===== src/rtl/bj_predict_unit_pkg.sv =====
// Shared encodings for the branch/jump resolution unit: BRANCH_JUMP codes,
// 2-bit counter states, FSM states and the saturating counter update.
package bj_pkg;

  localparam logic [2:0] BJ_BEQ  = 3'b000;
  localparam logic [2:0] BJ_BNE  = 3'b001;
  localparam logic [2:0] BJ_NONE = 3'b010;
  localparam logic [2:0] BJ_JUMP = 3'b011;
  localparam logic [2:0] BJ_BLT  = 3'b100;
  localparam logic [2:0] BJ_BGE  = 3'b101;
  localparam logic [2:0] BJ_BLTU = 3'b110;
  localparam logic [2:0] BJ_BGEU = 3'b111;

  localparam logic [1:0] CTR_SNT = 2'b00;
  localparam logic [1:0] CTR_WNT = 2'b01;
  localparam logic [1:0] CTR_WT  = 2'b10;
  localparam logic [1:0] CTR_ST  = 2'b11;

  typedef enum logic {
    ST_RUN    = 1'b0,
    ST_SHADOW = 1'b1
  } bj_state_e;

  function automatic logic [1:0] ctr_next(input logic [1:0] ctr, input logic taken);
    logic [1:0] nxt;
    nxt = ctr;
    if (taken) begin
      if (ctr != CTR_ST) begin
        nxt = ctr + 2'd1;
      end else begin
        nxt = CTR_ST;
      end
    end else begin
      if (ctr != CTR_SNT) begin
        nxt = ctr - 2'd1;
      end else begin
        nxt = CTR_SNT;
      end
    end
    return nxt;
  endfunction

endpackage


===== src/rtl/bj_predict_unit_compare.sv =====
// bj_compare: combinational actual-outcome evaluation for one BRANCH_JUMP code.
module bj_compare
  import bj_pkg::*;
#(
  parameter int XLEN = 32
) (
  input  logic [2:0]      BRANCH_JUMP,
  input  logic [XLEN-1:0] DATA1,
  input  logic [XLEN-1:0] DATA2,
  output logic            TAKEN
);

  // Resolve the outcome; NONE resolves as not taken.
  always_comb begin
    TAKEN = 1'b0;
    case (BRANCH_JUMP)
      BJ_BEQ:  TAKEN = (DATA1 == DATA2);
      BJ_BNE:  TAKEN = (DATA1 != DATA2);
      BJ_JUMP: TAKEN = 1'b1;
      BJ_BLT:  TAKEN = ($signed(DATA1) <  $signed(DATA2));
      BJ_BGE:  TAKEN = ($signed(DATA1) >= $signed(DATA2));
      BJ_BLTU: TAKEN = (DATA1 <  DATA2);
      BJ_BGEU: TAKEN = (DATA1 >= DATA2);
      default: TAKEN = 1'b0;
    endcase
  end

endmodule


===== src/rtl/bj_predict_unit.sv =====
// Branch/jump resolution with a bimodal predictor, registered redirect/flush and
// a one-cycle wrong-path SHADOW state. Optional counters: define BJ_PERF_CNT_EN.
module bj_predict_unit
  import bj_pkg::*;
#(
  parameter int         XLEN      = 32,
  parameter int         BHT_DEPTH = 64,
  parameter logic [1:0] CTR_INIT  = 2'b01
) (
  input  logic            CLK,
  input  logic            RESET,
  input  logic [XLEN-1:0] IF_PC,
  output logic            PRED_TAKEN,
  input  logic            EX_VALID,
  input  logic            EX_STALL,
  input  logic [2:0]      BRANCH_JUMP,
  input  logic [XLEN-1:0] DATA1,
  input  logic [XLEN-1:0] DATA2,
  input  logic [XLEN-1:0] EX_PC,
  input  logic [XLEN-1:0] EX_TARGET,
  input  logic            EX_PRED_TAKEN,
  output logic            PC_SEL_OUT,
  output logic [XLEN-1:0] PC_TARGET_OUT,
  output logic            PREG_FL,
  output logic [31:0]     BR_COUNT,
  output logic [31:0]     MISP_COUNT
);

  localparam int IDXW = $clog2(BHT_DEPTH);
  localparam logic [XLEN-1:0] PC_STEP = XLEN'(32'd4);

  logic [1:0]      bht_q [BHT_DEPTH];
  logic [1:0]      bht_d [BHT_DEPTH];
  bj_state_e       state_q, state_d;
  logic            pc_sel_q, pc_sel_d;
  logic            flush_q, flush_d;
  logic [XLEN-1:0] target_q, target_d;

  logic [IDXW-1:0] if_idx, ex_idx;
  logic            actual_taken, res_event, mispredict;
  logic            unused_pc_bits;

  assign if_idx = IF_PC[IDXW+1:2];
  assign ex_idx = EX_PC[IDXW+1:2];
  assign unused_pc_bits = ^{IF_PC[XLEN-1:IDXW+2], IF_PC[1:0], EX_PC[1:0]};

  bj_compare #(.XLEN(XLEN)) u_compare (
    .BRANCH_JUMP (BRANCH_JUMP),
    .DATA1       (DATA1),
    .DATA2       (DATA2),
    .TAKEN       (actual_taken)
  );

  // Table is read from the current flops, so a same-cycle update is not visible.
  assign PRED_TAKEN = bht_q[if_idx][1];

  assign res_event  = EX_VALID && !EX_STALL && (state_q == ST_RUN) && (BRANCH_JUMP != BJ_NONE);
  assign mispredict = res_event && (actual_taken != EX_PRED_TAKEN);

  // Next-state: FSM, redirect/flush and table training.
  always_comb begin
    bht_d    = bht_q;
    state_d  = state_q;
    pc_sel_d = mispredict;
    flush_d  = mispredict;
    target_d = '0;
    if (mispredict) begin
      target_d = actual_taken ? EX_TARGET : (EX_PC + PC_STEP);
    end else begin
      target_d = '0;
    end
    if (res_event && (BRANCH_JUMP != BJ_JUMP)) begin
      bht_d[ex_idx] = ctr_next(bht_q[ex_idx], actual_taken);
    end else begin
      bht_d[ex_idx] = bht_q[ex_idx];
    end
    case (state_q)
      ST_RUN:    state_d = mispredict ? ST_SHADOW : ST_RUN;
      ST_SHADOW: state_d = ST_RUN;
      default:   state_d = ST_RUN;
    endcase
  end

  // State registers with synchronous reset.
  always_ff @(posedge CLK) begin
    if (RESET) begin
      state_q  <= ST_RUN;
      pc_sel_q <= 1'b0;
      flush_q  <= 1'b0;
      target_q <= '0;
      for (int i = 0; i < BHT_DEPTH; i++) begin
        bht_q[i] <= CTR_INIT;
      end
    end else begin
      state_q  <= state_d;
      pc_sel_q <= pc_sel_d;
      flush_q  <= flush_d;
      target_q <= target_d;
      for (int i = 0; i < BHT_DEPTH; i++) begin
        bht_q[i] <= bht_d[i];
      end
    end
  end

  assign PC_SEL_OUT    = pc_sel_q;
  assign PREG_FL       = flush_q;
  assign PC_TARGET_OUT = target_q;

`ifdef BJ_PERF_CNT_EN
  logic [31:0] br_cnt_q, br_cnt_d;
  logic [31:0] misp_cnt_q, misp_cnt_d;

  // Saturating event counters.
  always_comb begin
    br_cnt_d   = br_cnt_q;
    misp_cnt_d = misp_cnt_q;
    if (res_event && (br_cnt_q != 32'hFFFF_FFFF)) begin
      br_cnt_d = br_cnt_q + 32'd1;
    end else begin
      br_cnt_d = br_cnt_q;
    end
    if (mispredict && (misp_cnt_q != 32'hFFFF_FFFF)) begin
      misp_cnt_d = misp_cnt_q + 32'd1;
    end else begin
      misp_cnt_d = misp_cnt_q;
    end
  end

  // Counter registers.
  always_ff @(posedge CLK) begin
    if (RESET) begin
      br_cnt_q   <= 32'd0;
      misp_cnt_q <= 32'd0;
    end else begin
      br_cnt_q   <= br_cnt_d;
      misp_cnt_q <= misp_cnt_d;
    end
  end

  assign BR_COUNT   = br_cnt_q;
  assign MISP_COUNT = misp_cnt_q;
`else
  assign BR_COUNT   = 32'd0;
  assign MISP_COUNT = 32'd0;
`endif

endmodule


===== config.mk =====
export PLATFORM = sky130hd
export DESIGN_NAME = bj_predict_unit
export DESIGN_NICKNAME = d
export VERILOG_FILES = /design/src/rtl/bj_predict_unit_pkg.sv /design/src/rtl/bj_predict_unit_compare.sv /design/src/rtl/bj_predict_unit.sv
export SDC_FILE = /design/constraint.sdc
export NUM_CORES = 1
export LEC_CHECK = 0
export CORE_AREA = 2 2 140 142
export CTS_BUF_LIST = sky130_fd_sc_hd__clkbuf_8
export DETAILED_ROUTE_END_ITERATION = 10
export DIE_AREA = 0 0 142 144
export PLACE_DENSITY = 0.83
export SYNTH_ARGS = -nofsm -noshare
export SYNTH_HDL_FRONTEND = slang
export SYNTH_SLANG_ARGS = --single-unit

===== constraint.sdc =====
create_clock -name CLK -period 10.4 [get_ports CLK]
set_input_delay 3.12 -clock CLK [delete_from_list [all_inputs] [get_ports CLK]]
set_output_delay 3.12 -clock CLK [all_outputs]
set_load 0.05 [all_outputs]

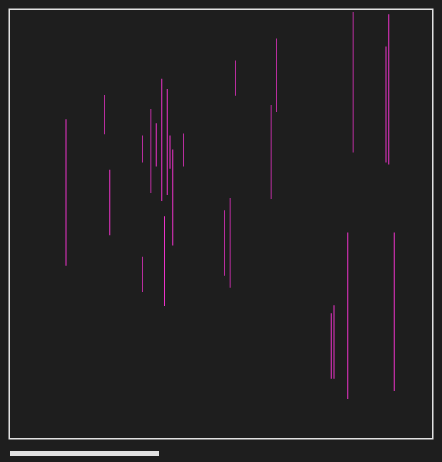
**Above:** metal 4.
Bar = 50 um.
share of all routed wire: 2.8%
wire length on this layer: 716 um
main direction: vertical

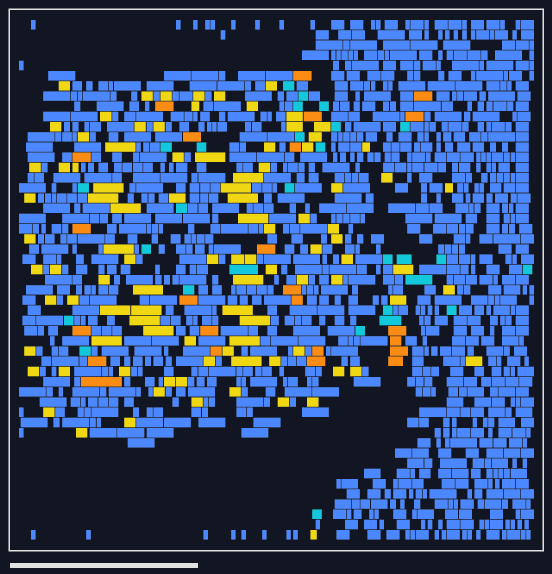
**Above:** cells by drive strength.
Bar = 50 um.
[cyan] drive 3 to 4 | cells: 28 | most used: buf_4
[orange] drive 6 and up | cells: 24 | most used: clkbuf_8
[yellow] drive 2 | cells: 96 | most used: o21ai_2
[blue] drive 1 or less | cells: 1077 | most used: clkdlybuf4s50_1

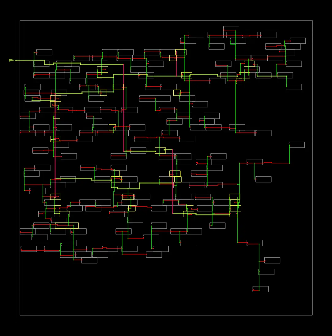
**Above:** clock routing.
clock group power: 0.000456 W
CTS sink cnt: 162

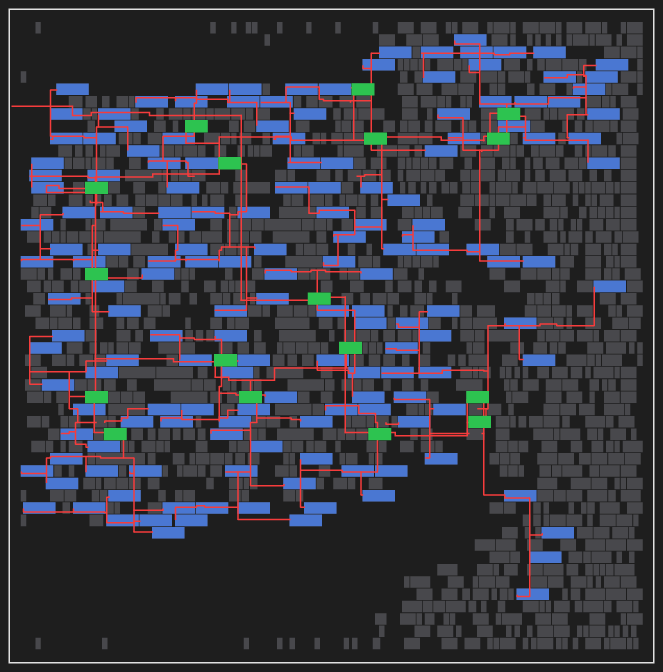
**Above:** clock wires, drivers and flops.
[blue] flip-flops | count: 162
[red] clock wires | length: 1960 um
[green] cells driving clock nets | count: 17
routed clock nets: 18
flops lie: all over the die

==> results_dict.tcl <==
# yosys + openroad results
set metrics [dict create \
    status "completed" \
    coreArea_um2 19100 \
    top_cells_by_count "162 x dfxtp_1, 119 x nand2_1, 110 x a21oi_1" \
    wl_met1_mm 10.3 \
    rrSetupSlack_ps 7240 \
    grt_max_degree 68 \
    drc_errors 0 \
    top_usage_layer "met2" \
    r2r_end "bht_q[92]" \
    sh_seq_area 0.287 \
    combGateArea_um2 5340 \
    ctsHoldBuffers 0 \
    ys_types 58 \
    drive_gt1_frac 0.121 \
    synth_flop_count 162 \
    grtUsageMet2 0.429 \
    drv_cap 0 \
    netlist_area_um2 9350 \
    warning_count 52 \
    top_area_cell "dfxtp_1" \
    portBuffers 176 \
    fmax_mhz 105 \
    relSlewSlack 0.246 \
    path_buffers 2 \
    p_sw_w 0.000451 \
    cts.path.max_buffers 2 \
    top_register "bht_q" \
    routedWlPerCell_um 17.8 \
    vias 8508 \
    seq_cell_power_w 0.000629 \
    whs_ps 478 \
    taps 238 \
    row_count 51 \
    p_comb_frac 0.210 \
    mux_area_frac 0.0538 \
    grt_pass1_vias 8017 \
    cp_data_required_time_ps 7280 \
    synthCells 1077 \
    wl_mm 26.0 \
    drtPass1Iterations 6 \
    rr_startpoint "bht_q[38]" \
    dr_wl_met2_mm 12.6 \
    hold-path-cell-count 2 \
    tritoncts "yes" \
    min_period_ps 9480 \
    hpwl_mm 18.2 \
    synthTopLogicFamily "AND-OR/OR-AND gates" \
    cts_max_level 4 \
    seq_cell_count 162 \
    synth.most_common_cell "dfxtp_1" \
    timing.critical_path.to "PRED_TAKEN" \
    total_power_w 0.00137 \
    die_h_um 144 \
]
Power figures rest on the tool's default switching activity, not on a simulated workload.
